Figure 1. Gate families picked out.
Drawn at 4 px/µm.
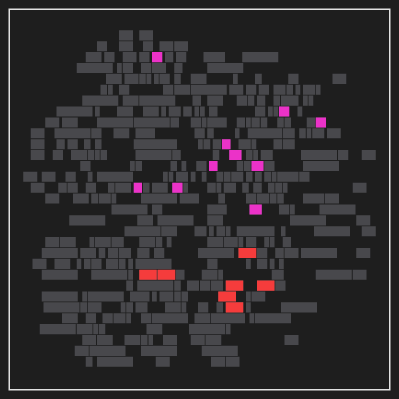
Figure 2. Cells by drive strength.
Drawn at 4 px/µm.
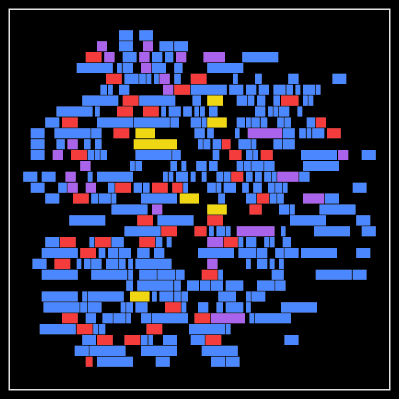
Figure 3. Port wiring.
Drawn at 3 px/µm.
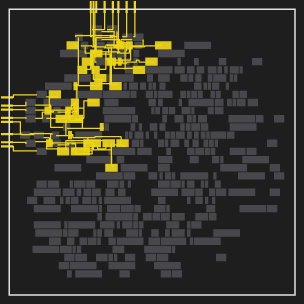
Figure 4. Pin placement.
Drawn at 4 px/µm. Pins as bars across the die edge, other pins in gray.
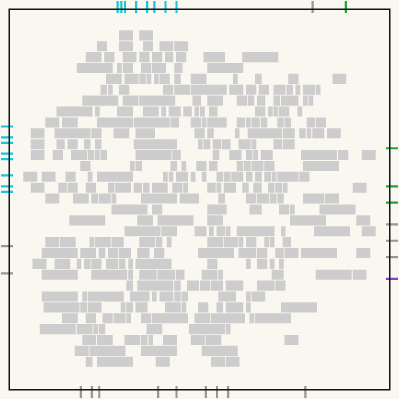
===== config.mk =====
export PLATFORM = sky130hd
export DESIGN_NAME = scan_sequencer_flat
export DESIGN_NICKNAME = d
export VERILOG_FILES = /design/src/rtl/scan_sequencer_if.sv /design/src/rtl/scan_sequencer.sv /design/src/flat_wrapper.sv
export SDC_FILE = /design/constraint.sdc
export NUM_CORES = 1
export LEC_CHECK = 0
export ABC_AREA = 0
export CAP_MARGIN = 20
export CORE_MARGIN = 3
export CORE_UTILIZATION = 37
export DETAILED_ROUTE_END_ITERATION = 10
export HOLD_SLACK_MARGIN = 0.05
export SYNTH_ARGS = -nofsm -noshare
export SYNTH_HDL_FRONTEND = slang
export SYNTH_SLANG_ARGS = --single-unit

===== constraint.sdc =====
create_clock -name clk -period 2.9 [get_ports clk]
set_input_delay 0.58 -clock clk [delete_from_list [all_inputs] [get_ports clk]]
set_output_delay 0.58 -clock clk [all_outputs]
set_load 0.02 [all_outputs]

===== src/rtl/scan_sequencer_if.sv =====
// Control/status bundle between a scan controller (master) and scan_sequencer (slave).
// The pass_cnt member exists only when SCAN_PASS_CNT_EN is defined.
interface scan_sequencer_if #(
  parameter int DWELL_W = 8,
  parameter int ADDR_W  = 4
);
  logic                 start;
  logic                 stop;
  logic                 mode_cont;
  logic [DWELL_W-1:0]   dwell;
  logic [2**ADDR_W-1:0] ch_mask;
  logic [ADDR_W-1:0]    addr;
  logic                 enable;
  logic                 busy;
  logic                 done;
`ifdef SCAN_PASS_CNT_EN
  logic [7:0]           pass_cnt;

  modport master (output start, stop, mode_cont, dwell, ch_mask,
                  input  addr, enable, busy, done, pass_cnt);
  modport slave  (input  start, stop, mode_cont, dwell, ch_mask,
                  output addr, enable, busy, done, pass_cnt);
`else
  modport master (output start, stop, mode_cont, dwell, ch_mask,
                  input  addr, enable, busy, done);
  modport slave  (input  start, stop, mode_cont, dwell, ch_mask,
                  output addr, enable, busy, done);
`endif
endinterface


===== src/rtl/scan_sequencer.sv =====
// Masked channel scanner driving a 4-to-16 decoder with dwell and break-before-make gap.
// Optional pass counter output enabled by defining SCAN_PASS_CNT_EN.
module scan_sequencer #(
  parameter int DWELL_W = 8,
  parameter int ADDR_W  = 4
) (
  input  logic            clk,
  input  logic            rst_n,
  scan_sequencer_if.slave bus
);
  localparam int NCH = 2**ADDR_W;

  typedef enum logic [1:0] {IDLE, ACTIVE, GAP} state_e;

  state_e             state_q, state_d;
  logic [ADDR_W-1:0]  addr_q, addr_d;
  logic               enable_q, enable_d;
  logic               busy_q, busy_d;
  logic               done_q, done_d;
  logic [DWELL_W-1:0] cnt_q, cnt_d;
  logic [DWELL_W-1:0] dwell_q, dwell_d;
  logic [NCH-1:0]     mask_q, mask_d;
  logic               mode_q, mode_d;
  logic [NCH-1:0]     higher_mask;
  logic               has_higher;
`ifdef SCAN_PASS_CNT_EN
  logic [7:0]         pass_cnt_q, pass_cnt_d;
`endif

  function automatic logic [ADDR_W-1:0] lowest_set(input logic [NCH-1:0] m);
    logic [ADDR_W-1:0] idx;
    idx = '0;
    for (int i = NCH-1; i >= 0; i--)
      if (m[i]) idx = ADDR_W'(i);
    return idx;
  endfunction

  // Latched channels strictly above the current one; empty means the pass is complete.
  always_comb begin
    higher_mask = '0;
    for (int i = 0; i < NCH; i++)
      higher_mask[i] = mask_q[i] && (i > int'(addr_q));
  end

  assign has_higher = |higher_mask;

  always_ff @(posedge clk or negedge rst_n) begin
    if (!rst_n) begin
      state_q  <= IDLE;
      addr_q   <= '0;
      enable_q <= 1'b0;
      busy_q   <= 1'b0;
      done_q   <= 1'b0;
      cnt_q    <= '0;
      dwell_q  <= '0;
      mask_q   <= '0;
      mode_q   <= 1'b0;
`ifdef SCAN_PASS_CNT_EN
      pass_cnt_q <= '0;
`endif
    end else begin
      state_q  <= state_d;
      addr_q   <= addr_d;
      enable_q <= enable_d;
      busy_q   <= busy_d;
      done_q   <= done_d;
      cnt_q    <= cnt_d;
      dwell_q  <= dwell_d;
      mask_q   <= mask_d;
      mode_q   <= mode_d;
`ifdef SCAN_PASS_CNT_EN
      pass_cnt_q <= pass_cnt_d;
`endif
    end
  end

  always_comb begin
    state_d = state_q;
    if (bus.stop) begin
      state_d = IDLE;
    end else begin
      unique case (state_q)
        IDLE:    if (bus.start && (bus.ch_mask != '0)) state_d = ACTIVE;
        ACTIVE:  if (cnt_q == '0) state_d = GAP;
        GAP:     state_d = (has_higher || mode_q) ? ACTIVE : IDLE;
        default: state_d = IDLE;
      endcase
    end
  end

  // Registered outputs and datapath; stop overrides everything and never pulses done.
  always_comb begin
    addr_d   = addr_q;
    enable_d = 1'b0;
    busy_d   = busy_q;
    done_d   = 1'b0;
    cnt_d    = cnt_q;
    dwell_d  = dwell_q;
    mask_d   = mask_q;
    mode_d   = mode_q;
`ifdef SCAN_PASS_CNT_EN
    pass_cnt_d = pass_cnt_q;
`endif
    if (bus.stop) begin
      busy_d = 1'b0;
    end else begin
      unique case (state_q)
        IDLE: begin
          if (bus.start) begin
            if (bus.ch_mask != '0) begin
              mask_d   = bus.ch_mask;
              dwell_d  = bus.dwell;
              mode_d   = bus.mode_cont;
              addr_d   = lowest_set(bus.ch_mask);
              enable_d = 1'b1;
              busy_d   = 1'b1;
              cnt_d    = bus.dwell;
`ifdef SCAN_PASS_CNT_EN
              pass_cnt_d = '0;
`endif
            end else begin
              done_d = 1'b1;
            end
          end
        end
        ACTIVE: begin
          if (cnt_q != '0) begin
            cnt_d    = cnt_q - 1'b1;
            enable_d = 1'b1;
          end
        end
        GAP: begin
          if (has_higher) begin
            addr_d   = lowest_set(higher_mask);
            enable_d = 1'b1;
            cnt_d    = dwell_q;
          end else begin
`ifdef SCAN_PASS_CNT_EN
            if (pass_cnt_q != 8'hFF) pass_cnt_d = pass_cnt_q + 8'd1;
`endif
            if (mode_q) begin
              addr_d   = lowest_set(mask_q);
              enable_d = 1'b1;
              cnt_d    = dwell_q;
            end else begin
              busy_d = 1'b0;
              done_d = 1'b1;
            end
          end
        end
        default: busy_d = 1'b0;
      endcase
    end
  end

  assign bus.addr   = addr_q;
  assign bus.enable = enable_q;
  assign bus.busy   = busy_q;
  assign bus.done   = done_q;
`ifdef SCAN_PASS_CNT_EN
  assign bus.pass_cnt = pass_cnt_q;
`endif
endmodule


===== src/flat_wrapper.sv =====
// flat-port wrapper written by rule: the top's interface ports become plain ports
module scan_sequencer_flat 
#(
  parameter int DWELL_W = 8,
  parameter int ADDR_W  = 4
)
  (clk, rst_n, bus_start, bus_stop, bus_mode_cont, bus_dwell, bus_ch_mask, bus_addr, bus_enable, bus_busy, bus_done);
  scan_sequencer_if #(.DWELL_W(DWELL_W), .ADDR_W(ADDR_W)) bus_i ();
  input  logic clk;
  input  logic rst_n;
  input wire logic [$bits(bus_i.start)-1:0] bus_start;
  input wire logic [$bits(bus_i.stop)-1:0] bus_stop;
  input wire logic [$bits(bus_i.mode_cont)-1:0] bus_mode_cont;
  input wire logic [$bits(bus_i.dwell)-1:0] bus_dwell;
  input wire logic [$bits(bus_i.ch_mask)-1:0] bus_ch_mask;
  output wire logic [$bits(bus_i.addr)-1:0] bus_addr;
  output wire logic [$bits(bus_i.enable)-1:0] bus_enable;
  output wire logic [$bits(bus_i.busy)-1:0] bus_busy;
  output wire logic [$bits(bus_i.done)-1:0] bus_done;
  assign bus_i.start = bus_start;
  assign bus_i.stop = bus_stop;
  assign bus_i.mode_cont = bus_mode_cont;
  assign bus_i.dwell = bus_dwell;
  assign bus_i.ch_mask = bus_ch_mask;
  assign bus_addr = bus_i.addr;
  assign bus_enable = bus_i.enable;
  assign bus_busy = bus_i.busy;
  assign bus_done = bus_i.done;
  scan_sequencer #(.DWELL_W(DWELL_W), .ADDR_W(ADDR_W)) u_core (.clk(clk), .rst_n(rst_n), .bus(bus_i));
endmodule

==> metrics.yaml <==
outcome:
  outcome: "finished, final reports clean"
final_timing:
  fin_ws_ns: 0.3218
  fin_hold_ws_ns: 0.4071
  hold_viol: 0
  skew_ns: 0.008109
  rsz0062_at_grt: "false"
  finalMaxSlewViolations: 0
  setup_viol_count_final: 0
  tightest_slew_ns: 0.9285
  finalSetupTns_ns: 0
  finalCritPeriodShare: 0.8890
critical_path:
  rr_worst_depth: 7
  cp-endpoint: "u_core.mask_q[5]"
  worstSetupEndpointType: "register"
  arrival_ns: 2.77
  r2r_end: "u_core.cnt_q[4]"
  r2r_start: "u_core.bus.addr[1]"
  cp.required_ns: 3.09
logic_synthesis:
  synth-edff-count: 0
  synthTopLogicFamily: "simple AND/OR/NAND/NOR gates"
  ys_area_um2: 2914
  muxShareOfSynthArea: 0.1413
  syn_area_um2: 2914
  yosys.stat.seqShare: 0.3607
  ys.flops: 42
  yosys_most_used_dff: "dfrtp_1"
  syn_inst: 302
  yosysCellCount: 302
detailed_routing:
  wire_per_inst_um: 15.44
  avgViaCountPerCell: 5.457
  postRouteAntennaNets: 0
  via_count: 2434
  drt_wl_total_um: 6885
cts:
  clockBufferDepth: 2
  cts_sinks: 42
  cts_tree: "built"
  cts_inserted_buffers: 5
  post_cts_resize_count: 0
  cts_hold_buf: 0
finish:
  nets: 382
  fin_cells: 446
  seqCellArea_um2: 1051
  lay_top_count: "dfrtp_1"
  final_cell_mix: "42 x dfrtp_1, 34 x clkdlybuf4s50_1, 30 x nor2_1"
  antennaDiodeCount: 0
floorplan:
  fp_util: 0.3913
  die_w_um: 94.75
  die.size.y_um: 94.75
  chipArea_um2: 8977
  rows: 31
power_and_ir_drop:
  peakVddDrop_v: 0.0003293
  p_leak_nw: 1.411
job:
  warnings: 31
  max_cap_violations: 0
global_routing:
  antenna_found_initial: 0
  grt_use_total: 0.1649
  grt.overflow.total: 0
  grt_pass1_wl_um: 11570
place:
  portBuffers: 35
  place_congestion: 0.9052
min_path:
  min_path_type: "in2async"
## Picture notes: Figure 1
legend:
  red:
    family: adder and majority cells
    cells: 7
    where: bottom center
  magenta:
    family: AND and OR gates
    cells: 10

## Picture notes: Figure 2
legend:
  yellow:
    size: _6 and larger
    cells: 7
    most_used: clkbuf_8
  blue:
    size: _0 and _1 cells
    cells: 273
    most_used: dfrtp_1
  red:
    size: _2 cells
    cells: 43
    most_used: mux2_2
  purple:
    size: _3 and _4 cells
    cells: 24
    most_used: buf_4

## Picture notes: Figure 3
legend:
  yellow:
    port: bus_ch_mask
    direction: input
    edge: 8 left, 8 top
    end_cells: 42
    buffers: 30
    wire: 691 µm

## Picture notes: Figure 4
legend:
  cyan:
    port: bus_ch_mask
    pins: 16
    direction: input
    edge: 8 left, 8 top
  purple:
    port: bus_enable
    pins: 1
    direction: output
    edge: right
  green:
    port: bus_addr
    pins: 4
    direction: output
    edge: 3 right, 1 top

[area by class of cell]
type | instances | share of cell area
clock inverter | 3 | 0.01397
sequential | 42 | 0.3009
timing repair buffer | 51 | 0.1332
clock buffer | 5 | 0.01970
multi-input combinational | 233 | 0.4828
tap | 99 | 0.03546
inverter | 13 | 0.01397
[cell usage after synthesis (3+ instances only)]
cell,number,area (µm²)
dfrtp_1,42,1051
nor2_1,30,112.6
mux2_2,29,326.6
nand2_1,20,75.07
a21oi_1,17,85.08
inv_1,13,48.80
nor3_1,11,55.05
o21ai_0,11,55.05
nand3_1,10,50.05
a22oi_1,8,60.06
nand2b_1,8,50.05
buf_6,7,78.83
ha_1,7,87.58
nor4_1,5,31.28
o31ai_1,5,37.54
mux2i_1,4,40.04
a21boi_0,3,22.52
clkbuf_1,3,11.26
mux2_4,3,45.04
nor2b_1,3,18.77
xnor2_1,3,26.28
xor2_1,3,26.28
[metrics by stage]
stage,util,area [µm²]
floorplan,-,2914
global placement,0.4533,3376
detailed placement,0.4533,3376
CTS,0.4691,3493
global route,0.4691,3493
finish,0.4691,3493
[layer usage]
layer  routed length (µm)  vias up  track usage
li1                     -     1200            -
met5                    0        -            0
met1                 3547     1175       0.2588
met3                  289        5      0.02470
met4                   87        0      0.04327
met2                 2959       54       0.2325
[sequential cells by signal (all words and copies together) (netlist names)]
name / flops
u_core.cnt_q: 8
u_core.bus.addr: 4
u_core.bus.done: 1
u_core.mode_q: 1
u_core.bus.busy: 1
u_core.mask_q: 16
u_core.dwell_q: 8
u_core.bus.enable: 1
u_core.state_q: 2
[worst min-delay path by stage]
stage,from,endpoint,slack [ns],cells after the start
6_report,rst_n,u_core.cnt_q[2],0.41,1
2_1_floorplan,rst_n,u_core.bus.addr[0],0.28,0
3_5_place_dp,u_core.dwell_q[1],u_core.dwell_q[1],0.50,1
3_3_place_gp,u_core.dwell_q[0],u_core.dwell_q[0],0.49,1
4_1_cts,rst_n,u_core.cnt_q[2],0.45,1
5_1_grt,rst_n,u_core.cnt_q[2],0.48,1
[cell families (layout without fill, tap and decap cells)]
kind of cell,Yosys count,in the layout
simple gates,109,109
compound gates,75,75
flops,42,42
mux,36,36
buf+inv,27,72
fa+ha+maj,7,7
xor+xnor,6,6
[power by group]
part           internal, W  total (W)  switching [W]
Clock             0.000262   0.000492       0.000230
Sequential        0.000857    0.00124       0.000384
Combinational     0.000729    0.00145       0.000721
Total              0.00185    0.00318        0.00133
[critical path: stages]
cell	delay, ns
clkdlybuf4s50_1	0.49
nor4_1	0.06
nor2b_1	0.16
and3_2	0.21
nand3b_2	0.24
nor2_4	0.59
mux2_2	0.42
